File: config.mk
export PLATFORM = sky130hd
export DESIGN_NAME = multicycle_sequencer
export DESIGN_NICKNAME = d
export VERILOG_FILES = /design/src/rtl/riscv_pkg.sv /design/src/rtl/mem_wait_timer.sv /design/src/rtl/multicycle_sequencer.sv
export SDC_FILE = /design/constraint.sdc
export NUM_CORES = 1
export LEC_CHECK = 0
export CAP_MARGIN = 20
export CORE_MARGIN = 2
export CORE_UTILIZATION = 46
export DETAILED_ROUTE_END_ITERATION = 10
export PLACE_DENSITY = 0.77
export SYNTH_ARGS = -nofsm -noshare
export SYNTH_HDL_FRONTEND = slang
export SYNTH_SLANG_ARGS = --single-unit
File: constraint.sdc
create_clock -name clk -period 2 [get_ports clk]
set_clock_uncertainty 0.1 [all_clocks]
set_input_delay 0.5 -clock clk [delete_from_list [all_inputs] [get_ports clk]]
set_output_delay 0.5 -clock clk [all_outputs]
set_load 0.01 [all_outputs]
File: src/rtl/riscv_pkg.sv
// Shared definitions for the multi-cycle RV32 control sequencer:
// opcode constants, FSM state encodings, instruction class enum,
// datapath select encodings and the opcode classifier.
package riscv_pkg;

    localparam logic [6:0] OP_R_TYPE = 7'b0110011;
    localparam logic [6:0] OP_I_ALU  = 7'b0010011;
    localparam logic [6:0] OP_LOAD   = 7'b0000011;
    localparam logic [6:0] OP_STORE  = 7'b0100011;
    localparam logic [6:0] OP_BRANCH = 7'b1100011;
    localparam logic [6:0] OP_JAL    = 7'b1101111;
    localparam logic [6:0] OP_JALR   = 7'b1100111;
    localparam logic [6:0] OP_LUI    = 7'b0110111;

    typedef enum logic [2:0] {
        ST_IDLE      = 3'd0,
        ST_FETCH     = 3'd1,
        ST_DECODE    = 3'd2,
        ST_EXECUTE   = 3'd3,
        ST_MEMORY    = 3'd4,
        ST_WRITEBACK = 3'd5,
        ST_TRAP      = 3'd6
    } state_e;

    typedef enum logic [2:0] {
        CLS_R      = 3'd0,
        CLS_I_ALU  = 3'd1,
        CLS_LOAD   = 3'd2,
        CLS_STORE  = 3'd3,
        CLS_BRANCH = 3'd4,
        CLS_JAL    = 3'd5,
        CLS_JALR   = 3'd6,
        CLS_LUI    = 3'd7
    } instr_class_e;

    // PC source select
    localparam logic [1:0] PC_SRC_SEQ    = 2'b00;  // pc + 4
    localparam logic [1:0] PC_SRC_TARGET = 2'b01;  // branch / jal target
    localparam logic [1:0] PC_SRC_JALR   = 2'b10;  // rs1 + imm

    // Writeback source select
    localparam logic [1:0] WB_ALU = 2'b00;
    localparam logic [1:0] WB_MEM = 2'b01;
    localparam logic [1:0] WB_PC4 = 2'b10;
    localparam logic [1:0] WB_IMM = 2'b11;

    // ALU operation select
    localparam logic [1:0] ALU_ADD     = 2'b00;
    localparam logic [1:0] ALU_CMP     = 2'b01;
    localparam logic [1:0] ALU_R_FUNCT = 2'b10;
    localparam logic [1:0] ALU_I_FUNCT = 2'b11;

    typedef struct packed {
        logic         valid;
        instr_class_e cls;
    } decode_t;

    // Maps the IR opcode field to an instruction class; valid=0 flags an
    // opcode this sequencer does not implement.
    function automatic decode_t decode_opcode(input logic [6:0] op);
        decode_t d;
        d.valid = 1'b1;
        d.cls   = CLS_R;
        case (op)
            OP_R_TYPE: d.cls = CLS_R;
            OP_I_ALU:  d.cls = CLS_I_ALU;
            OP_LOAD:   d.cls = CLS_LOAD;
            OP_STORE:  d.cls = CLS_STORE;
            OP_BRANCH: d.cls = CLS_BRANCH;
            OP_JAL:    d.cls = CLS_JAL;
            OP_JALR:   d.cls = CLS_JALR;
            OP_LUI:    d.cls = CLS_LUI;
            default:   d.valid = 1'b0;
        endcase
        return d;
    endfunction

endpackage

File: src/rtl/mem_wait_timer.sv
// Wait-cycle counter shared by the instruction-fetch and data-memory
// handshakes. Counts cycles spent waiting for a ready and flags when the
// count reaches the configured limit.
//   clk      in  1  clock, rising edge
//   reset    in  1  asynchronous, active-high
//   clear    in  1  restart the count (state entry)
//   count_en in  1  request outstanding and ready low this cycle
//   limit    in  W  wait limit; 0 disables expiry
//   expired  out 1  count has reached a non-zero limit
module mem_wait_timer #(
    parameter int W = 8
) (
    input  logic         clk,
    input  logic         reset,
    input  logic         clear,
    input  logic         count_en,
    input  logic [W-1:0] limit,
    output logic         expired
);

    logic [W-1:0] count_q;
    logic [W-1:0] count_d;

    // Saturates at the limit so a long stall never wraps back below it.
    always_comb begin
        count_d = count_q;
        if (clear) begin
            count_d = '0;
        end else if (count_en && (count_q != limit)) begin
            count_d = count_q + W'(1);
        end
    end

    always_ff @(posedge clk or posedge reset) begin
        if (reset) begin
            count_q <= '0;
        end else begin
            count_q <= count_d;
        end
    end

    assign expired = (limit != '0) && (count_q == limit);

endmodule

File: src/rtl/multicycle_sequencer.sv
// Multi-cycle control FSM for an RV32 datapath with a single shared ALU,
// register file and memory port. Steps each instruction through
// FETCH/DECODE/EXECUTE/MEMORY/WRITEBACK, owns the memory handshakes,
// a bus timeout, the illegal-opcode trap and the retired-instruction count.
//   clk, reset         clock and asynchronous active-high reset
//   opcode             IR[6:0], sampled in DECODE
//   branch_taken       ALU compare result, used in EXECUTE
//   imem_ready         instruction memory ack
//   dmem_ready         data memory ack
//   imem_req, ir_load  fetch request / IR capture strobe
//   pc_load, pc_src    PC update strobe and source select
//   dmem_req, dmem_we  data memory request / write
//   alu_control        ALU op select; imm_enable selects immediate operand B
//   reg_write_enable   regfile write strobe; wb_sel writeback source
//   illegal_instr      sticky unknown-opcode trap flag
//   bus_error          sticky memory timeout trap flag
//   state_o            current state (debug)
//   instret_count      retired instructions, wrapping
module multicycle_sequencer
    import riscv_pkg::*;
#(
    parameter int unsigned TIMEOUT_CYCLES = 255,
    parameter int          CNT_W          = 32
) (
    input  logic             clk,
    input  logic             reset,
    input  logic [6:0]       opcode,
    input  logic             branch_taken,
    input  logic             imem_ready,
    input  logic             dmem_ready,
    output logic             imem_req,
    output logic             ir_load,
    output logic             pc_load,
    output logic [1:0]       pc_src,
    output logic             dmem_req,
    output logic             dmem_we,
    output logic [1:0]       alu_control,
    output logic             imm_enable,
    output logic             reg_write_enable,
    output logic [1:0]       wb_sel,
    output logic             illegal_instr,
    output logic             bus_error,
    output logic [2:0]       state_o,
    output logic [CNT_W-1:0] instret_count
);

    localparam int TMR_W = (TIMEOUT_CYCLES < 2) ? 1 : $clog2(TIMEOUT_CYCLES + 1);

    state_e             state_q, state_d;
    instr_class_e       class_q, class_d;
    logic               illegal_q, illegal_d;
    logic               bus_err_q, bus_err_d;
    logic [CNT_W-1:0]   instret_q, instret_d;

    decode_t            dec;
    logic               tmr_clear;
    logic               tmr_count_en;
    logic               tmr_expired;

    assign dec = decode_opcode(opcode);

    // Any state change restarts the wait count, so both FETCH and MEMORY
    // start from zero no matter which state they were entered from.
    assign tmr_clear    = (state_d != state_q);
    assign tmr_count_en = ((state_q == ST_FETCH)  && !imem_ready) ||
                          ((state_q == ST_MEMORY) && !dmem_ready);

    mem_wait_timer #(
        .W(TMR_W)
    ) u_timer (
        .clk      (clk),
        .reset    (reset),
        .clear    (tmr_clear),
        .count_en (tmr_count_en),
        .limit    (TMR_W'(TIMEOUT_CYCLES)),
        .expired  (tmr_expired)
    );

    // State register and control flops
    always_ff @(posedge clk or posedge reset) begin
        if (reset) begin
            state_q   <= ST_IDLE;
            class_q   <= CLS_R;
            illegal_q <= 1'b0;
            bus_err_q <= 1'b0;
            instret_q <= '0;
        end else begin
            state_q   <= state_d;
            class_q   <= class_d;
            illegal_q <= illegal_d;
            bus_err_q <= bus_err_d;
            instret_q <= instret_d;
        end
    end

    // Next-state logic
    always_comb begin
        state_d   = state_q;
        class_d   = class_q;
        illegal_d = illegal_q;
        bus_err_d = bus_err_q;
        case (state_q)
            ST_IDLE: state_d = ST_FETCH;
            ST_FETCH: begin
                // A ready arriving on the limit cycle still completes the fetch.
                if (imem_ready) begin
                    state_d = ST_DECODE;
                end else if (tmr_expired) begin
                    state_d   = ST_TRAP;
                    bus_err_d = 1'b1;
                end
            end
            ST_DECODE: begin
                if (dec.valid) begin
                    class_d = dec.cls;
                    state_d = ST_EXECUTE;
                end else begin
                    state_d   = ST_TRAP;
                    illegal_d = 1'b1;
                end
            end
            ST_EXECUTE: begin
                case (class_q)
                    CLS_BRANCH:          state_d = ST_FETCH;
                    CLS_LOAD, CLS_STORE: state_d = ST_MEMORY;
                    default:             state_d = ST_WRITEBACK;
                endcase
            end
            ST_MEMORY: begin
                if (dmem_ready) begin
                    state_d = (class_q == CLS_STORE) ? ST_FETCH : ST_WRITEBACK;
                end else if (tmr_expired) begin
                    state_d   = ST_TRAP;
                    bus_err_d = 1'b1;
                end
            end
            ST_WRITEBACK: state_d = ST_FETCH;
            ST_TRAP:      state_d = ST_TRAP;
            default:      state_d = ST_IDLE;
        endcase
    end

    // Output logic
    always_comb begin
        imem_req         = 1'b0;
        ir_load          = 1'b0;
        pc_load          = 1'b0;
        pc_src           = PC_SRC_SEQ;
        dmem_req         = 1'b0;
        dmem_we          = 1'b0;
        alu_control      = ALU_ADD;
        imm_enable       = 1'b0;
        reg_write_enable = 1'b0;
        wb_sel           = WB_ALU;
        case (state_q)
            ST_FETCH: begin
                imem_req = 1'b1;
                ir_load  = imem_ready;
            end
            ST_EXECUTE: begin
                case (class_q)
                    CLS_R: alu_control = ALU_R_FUNCT;
                    CLS_I_ALU: begin
                        alu_control = ALU_I_FUNCT;
                        imm_enable  = 1'b1;
                    end
                    CLS_BRANCH: begin
                        alu_control = ALU_CMP;
                        pc_load     = 1'b1;
                        pc_src      = branch_taken ? PC_SRC_TARGET : PC_SRC_SEQ;
                    end
                    // Address / target / immediate pass-through: add with imm.
                    default: begin
                        alu_control = ALU_ADD;
                        imm_enable  = 1'b1;
                    end
                endcase
            end
            ST_MEMORY: begin
                dmem_req   = 1'b1;
                dmem_we    = (class_q == CLS_STORE);
                imm_enable = 1'b1;
                pc_load    = dmem_ready && (class_q == CLS_STORE);
            end
            ST_WRITEBACK: begin
                reg_write_enable = 1'b1;
                pc_load          = 1'b1;
                case (class_q)
                    CLS_LOAD: wb_sel = WB_MEM;
                    CLS_JAL: begin
                        wb_sel = WB_PC4;
                        pc_src = PC_SRC_TARGET;
                    end
                    CLS_JALR: begin
                        wb_sel = WB_PC4;
                        pc_src = PC_SRC_JALR;
                    end
                    CLS_LUI: wb_sel = WB_IMM;
                    default: wb_sel = WB_ALU;
                endcase
            end
            default: ;
        endcase
    end

    // Every pc_load marks the retirement of the current instruction.
    always_comb begin
        instret_d = pc_load ? (instret_q + CNT_W'(1)) : instret_q;
    end

    assign illegal_instr = illegal_q;
    assign bus_error     = bus_err_q;
    assign state_o       = state_q;
    assign instret_count = instret_q;

endmodule

==> images/io_placement.png <==
Scale: 6 px per µm. Pins as bars across the die edge, other pins in gray.
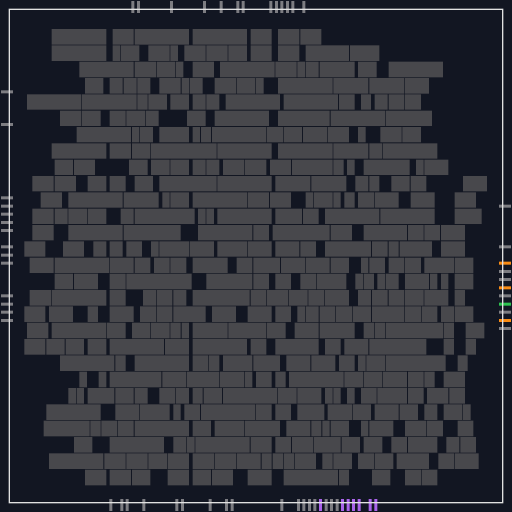
color	port	pins	direction	edge
green	dmem_ready	1	input	right
orange	state_o	3	output	right
purple	opcode	7	input	bottom
die boundary height: 82.0 µm
horizontal die dimension: 82.0 µm
number of buffers inserted by port buffering: 61

==> images/placement.png <==
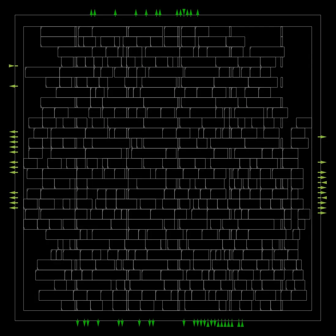
total of fill cells in the finished design: 323
Core Util, Final: 0.793
core outline area: 5890 µm²
# Taps: 75
count of sequential standard cells: 48

==> notes.md <==
Main metrics from the flow reports.

The fraction of cell area in multi-input combinational cells is reported as 0.416. The flow ran to the end, but the final reports show violations. The final timing summary puts the cycle share of the worst path at 1.13. The area added between synthesis and finish is 66.9%.

The multi-input combinational cell count is 208. The count of max-cap constraint violations came out at 0. RePlAce ended its routability-driven mode at a weighted congestion of 0.913. The delay of the slowest critical-path stage is 0.43 ns.

The final power report lists total power as 4650 µW. STA classifies the critical path startpoint as a register. The count of final max-slew check failures came out at 0.

The flow reports an fmax of 0.443 GHz. After detailed placement, the design holds a cell count of 455. The worst hold path terminates at instret_count[31]. Sequential cells consume a total of 1210 µW. The final tally of setup violations is 33.

The AND-OR/OR-AND share of the synthesized area is 0.0886. The highest metal layer used by the detailed router is met4. TritonCTS built the clock tree. Of the cells placed in the final design, the portion with a size suffix greater than 1 is 0.455.

The slowest stage of the critical path belongs to the cell dfrtp_2. Summing over the stages, the warning tally comes to 29. The number of register bits inferred by synthesis is 48.

The average instance area after synthesis came out at 10.2 µm². The worst setup path is captured at an output port. Of the total synthesized cell area, the portion taken by XOR and XNOR cells is 0.125.

Per the layout area report, the register area comes to 1210 µm². The least setup slack across all paths after layout is -0.260 ns. The commonest register cell is dfrtp_1.

The buffering overhead came out at 0.269. The final reports fail on negative setup slack. Yosys reports a chip area of 2800 µm². The flip-flop count of the largest register after layout came out at 32. By area, the combinational part of the netlist is dominated by simple AND/OR/NAND/NOR gates.

The critical path is of the register to output port type. Looking at the worst setup and hold paths, the clock pins of their registers show a slew of 0.11 ns. In this run the register-to-register setup slack is -0.19 ns. The instance count on the critical path came out at 6.

The share of the Yosys chip area taken by registers is 0.429. The post-route cell area is 4670 µm². The post-detailed-route DRC marker count came out at 0.

Of the total power, registers draw 0.260. The actual slew at the worst max-slew pin is 0.424 ns. The average routed wire per standard cell is 17.5 µm.
==> images/layer_met2.png <==
Scale: 6 px per µm.
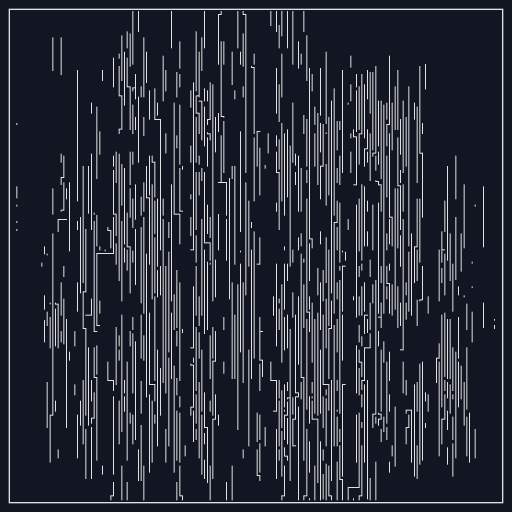
longest straight run	36.0 µm
wire length on this layer	4520 µm
nets with wire on the layer	397
main direction	vertical
share of all routed wire	53%
overall via count from detail_route: 2690
final WL: 8520 µm
met2 routing resource usage after global routing: 0.400

No activity file was given, so power comes from the tool's default toggle rates.
